[config.mk]
export PLATFORM = sky130hd
export DESIGN_NAME = pulse_gen_1ms_core_flat
export DESIGN_NICKNAME = d
export VERILOG_FILES = /design/src/rtl/pulse_gen_1ms_core_if.sv /design/src/rtl/pulse_gen_1ms_core.sv /design/src/flat_wrapper.sv
export SDC_FILE = /design/constraint.sdc
export NUM_CORES = 1
export LEC_CHECK = 0
export ABC_CLOCK_PERIOD_IN_PS = 1600
export CORE_AREA = 10 10 47 49
export CTS_BUF_LIST = sky130_fd_sc_hd__clkbuf_4 sky130_fd_sc_hd__clkbuf_8
export CTS_CLUSTER_DIAMETER = 60
export DETAILED_ROUTE_END_ITERATION = 16
export DIE_AREA = 0 0 57 59
export PLACE_DENSITY = 0.64
export SYNTH_ARGS = -nofsm -noshare
export SYNTH_HDL_FRONTEND = slang
export SYNTH_SLANG_ARGS = --single-unit
[constraint.sdc]
create_clock -name clk -period 1.6 [get_ports clk]
set_input_delay 0.16 -clock clk [delete_from_list [all_inputs] [get_ports clk]]
set_output_delay 0.16 -clock clk [all_outputs]
set_load 0.005 [all_outputs]
[src/rtl/pulse_gen_1ms_core_if.sv]
// Output bundle of the millisecond strobe generator; pulse_seq exists only with PULSE_GEN_SEQ_EN.
interface pulse_gen_1ms_core_if;
  logic pulse;
`ifdef PULSE_GEN_SEQ_EN
  logic [15:0] pulse_seq;

  modport master (output pulse, output pulse_seq);
  modport slave  (input  pulse, input  pulse_seq);
`else
  modport master (output pulse);
  modport slave  (input  pulse);
`endif
endinterface

[src/rtl/pulse_gen_1ms_core.sv]
// Free-running strobe: one-cycle registered pulse every PERIOD_CYCLES clocks, no backpressure.
// Optional 16-bit pulse sequence number when PULSE_GEN_SEQ_EN is defined.
module pulse_gen_1ms_core #(
  parameter int CLK_FREQ_HZ = 1_000_000,
  parameter int PERIOD_US   = 1000
) (
  input  logic                  clk,
  input  logic                  rst,
  pulse_gen_1ms_core_if.master  pg
);

  // Elaboration-time derivation; PERIOD_CYCLES must be >= 2.
  localparam int PERIOD_CYCLES = CLK_FREQ_HZ / 1_000_000 * PERIOD_US;
  localparam int CNT_W         = $clog2(PERIOD_CYCLES);
  localparam logic [CNT_W-1:0] CNT_LAST = CNT_W'(PERIOD_CYCLES - 1);

  logic [CNT_W-1:0] cnt_q, cnt_d;
  logic             pulse_q, pulse_d;
  logic             wrap;

  // Equality compare keeps the counter inside 0..PERIOD_CYCLES-1 for any period.
  always_comb begin
    wrap    = (cnt_q == CNT_LAST);
    cnt_d   = wrap ? '0 : cnt_q + CNT_W'(1);
    pulse_d = wrap;
  end

  always_ff @(posedge clk or posedge rst) begin
    if (rst) begin
      cnt_q   <= '0;
      pulse_q <= 1'b0;
    end else begin
      cnt_q   <= cnt_d;
      pulse_q <= pulse_d;
    end
  end

  assign pg.pulse = pulse_q;

`ifdef PULSE_GEN_SEQ_EN
  logic [15:0] seq_q, seq_d;

  // Advances on the same edge that raises pulse, so the first pulse carries 1.
  always_comb begin
    seq_d = pulse_d ? seq_q + 16'd1 : seq_q;
  end

  always_ff @(posedge clk or posedge rst) begin
    if (rst) begin
      seq_q <= '0;
    end else begin
      seq_q <= seq_d;
    end
  end

  assign pg.pulse_seq = seq_q;
`endif

endmodule

[src/flat_wrapper.sv]
// flat-port wrapper written by rule: the top's interface ports become plain ports
module pulse_gen_1ms_core_flat 
#(
  parameter int CLK_FREQ_HZ = 1_000_000,
  parameter int PERIOD_US   = 1000
)
  (clk, rst, pg_pulse);
  pulse_gen_1ms_core_if pg_i ();
  input  logic clk;
  input  logic rst;
  output wire logic [$bits(pg_i.pulse)-1:0] pg_pulse;
  assign pg_pulse = pg_i.pulse;
  pulse_gen_1ms_core #(.CLK_FREQ_HZ(CLK_FREQ_HZ), .PERIOD_US(PERIOD_US)) u_core (.clk(clk), .rst(rst), .pg(pg_i));
endmodule
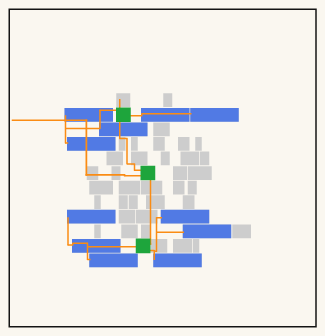
Figure 1: routed clock nets over the placement.
[orange] clock wires | length: 140 um
[blue] flip-flops | count: 11
[green] clock drivers | count: 3
routed clock nets: 4

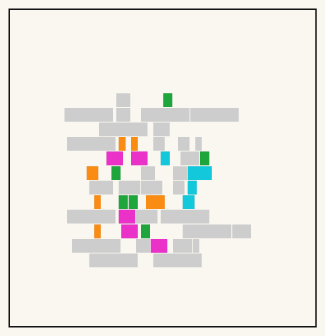
Figure 2: gate families picked out.
[cyan] aoi and oai cells | cells: 4 | most used: a21oi_1 | where: center
[green] nand cells | cells: 6 | most used: nand3_1 | where: center
[magenta] xor and xnor cells | cells: 5 | most used: xor2_1
[orange] nor cells | cells: 6 | most used: nor2_1

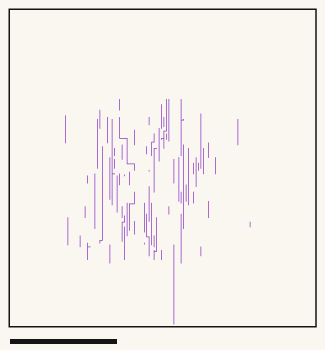
Figure 3: signal wires on met2.
Bar = 20 um.
nets with wire on the layer: 48
wire length on this layer: 367 um

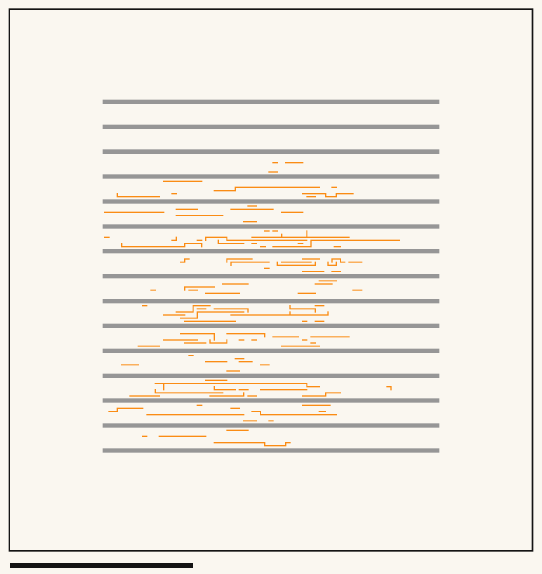
Figure 4: signal wires on met1.
Bar = 20 um. Supply wires on this layer in gray.
wire length on this layer: 339 um
nets with wire on the layer: 48

==> impl_metrics.toml <==
# synthesis and place-and-route metrics
[logic_synthesis]
post_synth.cell_area_avg_um2 = 11.4
ys_sh_aoi = 0.0929
topCellsByArea = "dfrtp_1 54%, nand3_1 5.9%, xor2_1 5.1%"
mux_area_frac = 0
ys_cells = 45
ys_area_um2 = 512
synth.logic.top_family = "simple AND/OR/NAND/NOR gates"
synth_area_um2 = 512
synthDistinctLibCells = 19
synth_top_cell_by_area = "dfrtp_1"
simple_gate_area_frac = 0.235
xor_share = 0.0856
synthesis.nets = 48
ys.flops = 11
ys_warn_count = 0
synth_top_area_share = 0.538
ys_sh_adder = 0.0244
syn_inst = 45
ys_seq_share = 0.538

[pwr]
combPwrFrac = 0.016
power_density_nw_per_um2 = 832
p_sw_mw = 0.0876
p_leak_nw = 0.263
p_seq_frac = 0.578
pwr-share-clk = 0.407
swShare = 0.182
internal_power_mw = 0.394
peakVddDrop_mv = 0.500

[final_layout]
flop_area_um2 = 275
comb_cells = 31
inv_count = 2
drive_above_1_share = 0.200
bufAreaShareNonClock = 0.0346
n_antenna_cell = 0
fill_cells = 152
nClkBuffers = 4
seq_cells = 11
biggestCellCategory = "registers"
nets = 54
final_cell_mix = "11 x dfrtp_1, 6 x nand3_1, 4 x nor2_1, 4 x clkbuf_4, 3 x xor2_1"
sh_seq_area = 0.476
lay_top_count = "dfrtp_1"
comb_area_um2 = 225
comb_share = 0.390
syn2layout_area_growth_pct = 13.0
clkCellAreaFrac = 0.0519
postLayoutCoreUtil = 0.413
signal_buffers = 2

[timing]
fin_crit_ns = 1.42
setup_tns_ns = 0
finalHoldViolCount = 0
setup_violations = 0
worst_pin_slew_ns = 0.401
finalMaxSlewViolations = 0
skew_ns = 0.000712
rsz0062_at_grt = "no"
max_freq_ghz = 0.706
finalClockPeriodUsage = 0.885
slew_headroom = 0.732
hold_ws_ns = 0.178

[detailed_routing]
drt-total-wl_um = 763
via_per_inst = 5.27
drc_errors = 0
dr.pass1.iters = 2
vias = 348
postRouteAntennaNets = 0
drtIter0Drc = 1
wl_per_cell_um = 11.6

[worst_setup_path]
cp_cell_sequence = "ha_1 -> nand3_1 -> nor3_2 -> and3_2 -> nor2b_1"
r2r_slack_ns = 0.18
critPathMaxStageDelay_ns = 0.40
endpoint = "u_core.cnt_q[1]$_DFF_PP0_"
r2r_end = "u_core.cnt_q[1]$_DFF_PP0_"
slowest_stage = "dfrtp_1"
cp-end-kind = "register"
r2r-start = "u_core.cnt_q[0]$_DFF_PP0_"
path_class = "reg -> reg"
required_ns = 1.75
cp-startpoint = "u_core.cnt_q[0]$_DFF_PP0_"
r2r_cells = 5
cp_max_fo = 6
start_kind = "register"
cp.arrival_ns = 1.57

[clock_tree]
cts_buffers = 3
cts_tree = "built"
clkSinkCount = 11
htreeDepth = 1
cts_resized = 0
clockBufferDepth = 2
clk_latency_ns = 0.26
clockRootBuffer = "clkbuf_4"
postCtsSetupBuffers = 0
path_clk_slew_ns = 0.06
cts_hold_buf = 0

[floorplan]
dieArea_um2 = 3360
ioPinCount = 3
fp_util = 0.365
core.rowCount = 14
coreArea_um2 = 1400
nWellTaps = 16
die_x_um = 57
dieHeight_um = 59

[global_routing]
grt_pass1_vias = 349
gr-usage-all-layers = 0.0540
grt-ovfl-total = 0
antenna_found_initial = 0
grt_max_degree = 12
grt_first_pass_wirelength_um = 1430

[placement]
place.gp.congestion = 0.689
port_buffers = 2

[job]
warnings = 26
cap_violations = 0

[hold_path]
hold_class = "in -> async"

[outcome]
status = "finished clean"
-- power groups by stage --
stage | combinational (mW) | sequential [mW] | clock (mW)
final | 0.00746 | 0.278 | 0.196
after global routing | 0.00900 | 0.278 | 0.221
after CTS | 0.00818 | 0.278 | 0.208
after detailed placement | 0.00813 | 0.283 | 0
after global placement | 0.00801 | 0.283 | 0
after floorplan | 0.00426 | 0.283 | 0
-- state kept, by name, indices dropped and copies added (netlist names) --
name	cells
u_core.cnt_q	10
u_core.pg.pulse	1
-- through the flow --
step           std cells  cell area, um^2  worst slack, ns  power [mW]
3_5_place_dp          62              547            0.111       0.291
3_3_place_gp          62              547           0.0937       0.291
4_1_cts               66              577           0.0997       0.494
5_1_grt               66              578           0.0509       0.508
6_report              66              578            0.184       0.481
2_1_floorplan         45              512            0.282       0.288
-- metal layers --
layer  up-vias  GRT usage  part of all wire
li1        170          -                 -
met1       170     0.0569              0.44
met2         4     0.0806              0.48
met3         4     0.0279             0.045
met4         0     0.0403             0.030
met5         -          0                 0
-- synthesized netlist by cell type --
| cell type | count |
|---|---|
| and3_4 | 2 |
| nand3_1 | 6 |
| xor2_1 | 3 |
| ha_1 | 1 |
| nor2b_1 | 1 |
| inv_1 | 2 |
| and4_4 | 1 |
| o22a_1 | 1 |
| o211ai_2 | 1 |
| or2_1 | 1 |
| and3_1 | 3 |
| a311o_1 | 1 |
| buf_2 | 1 |
| dfrtp_1 | 11 |
| nor3_2 | 1 |
| a31oi_1 | 1 |
| a21oi_1 | 2 |
| nor2_1 | 4 |
| xnor2_1 | 2 |
-- critical path: cells and delay by family (launching register included) --
family | cells | cell delay (ns)
flops | 1 | 0.40
simple gates | 4 | 0.66
fa+ha+maj | 1 | 0.25
No activity file was given, so power comes from the tool's default toggle rates.
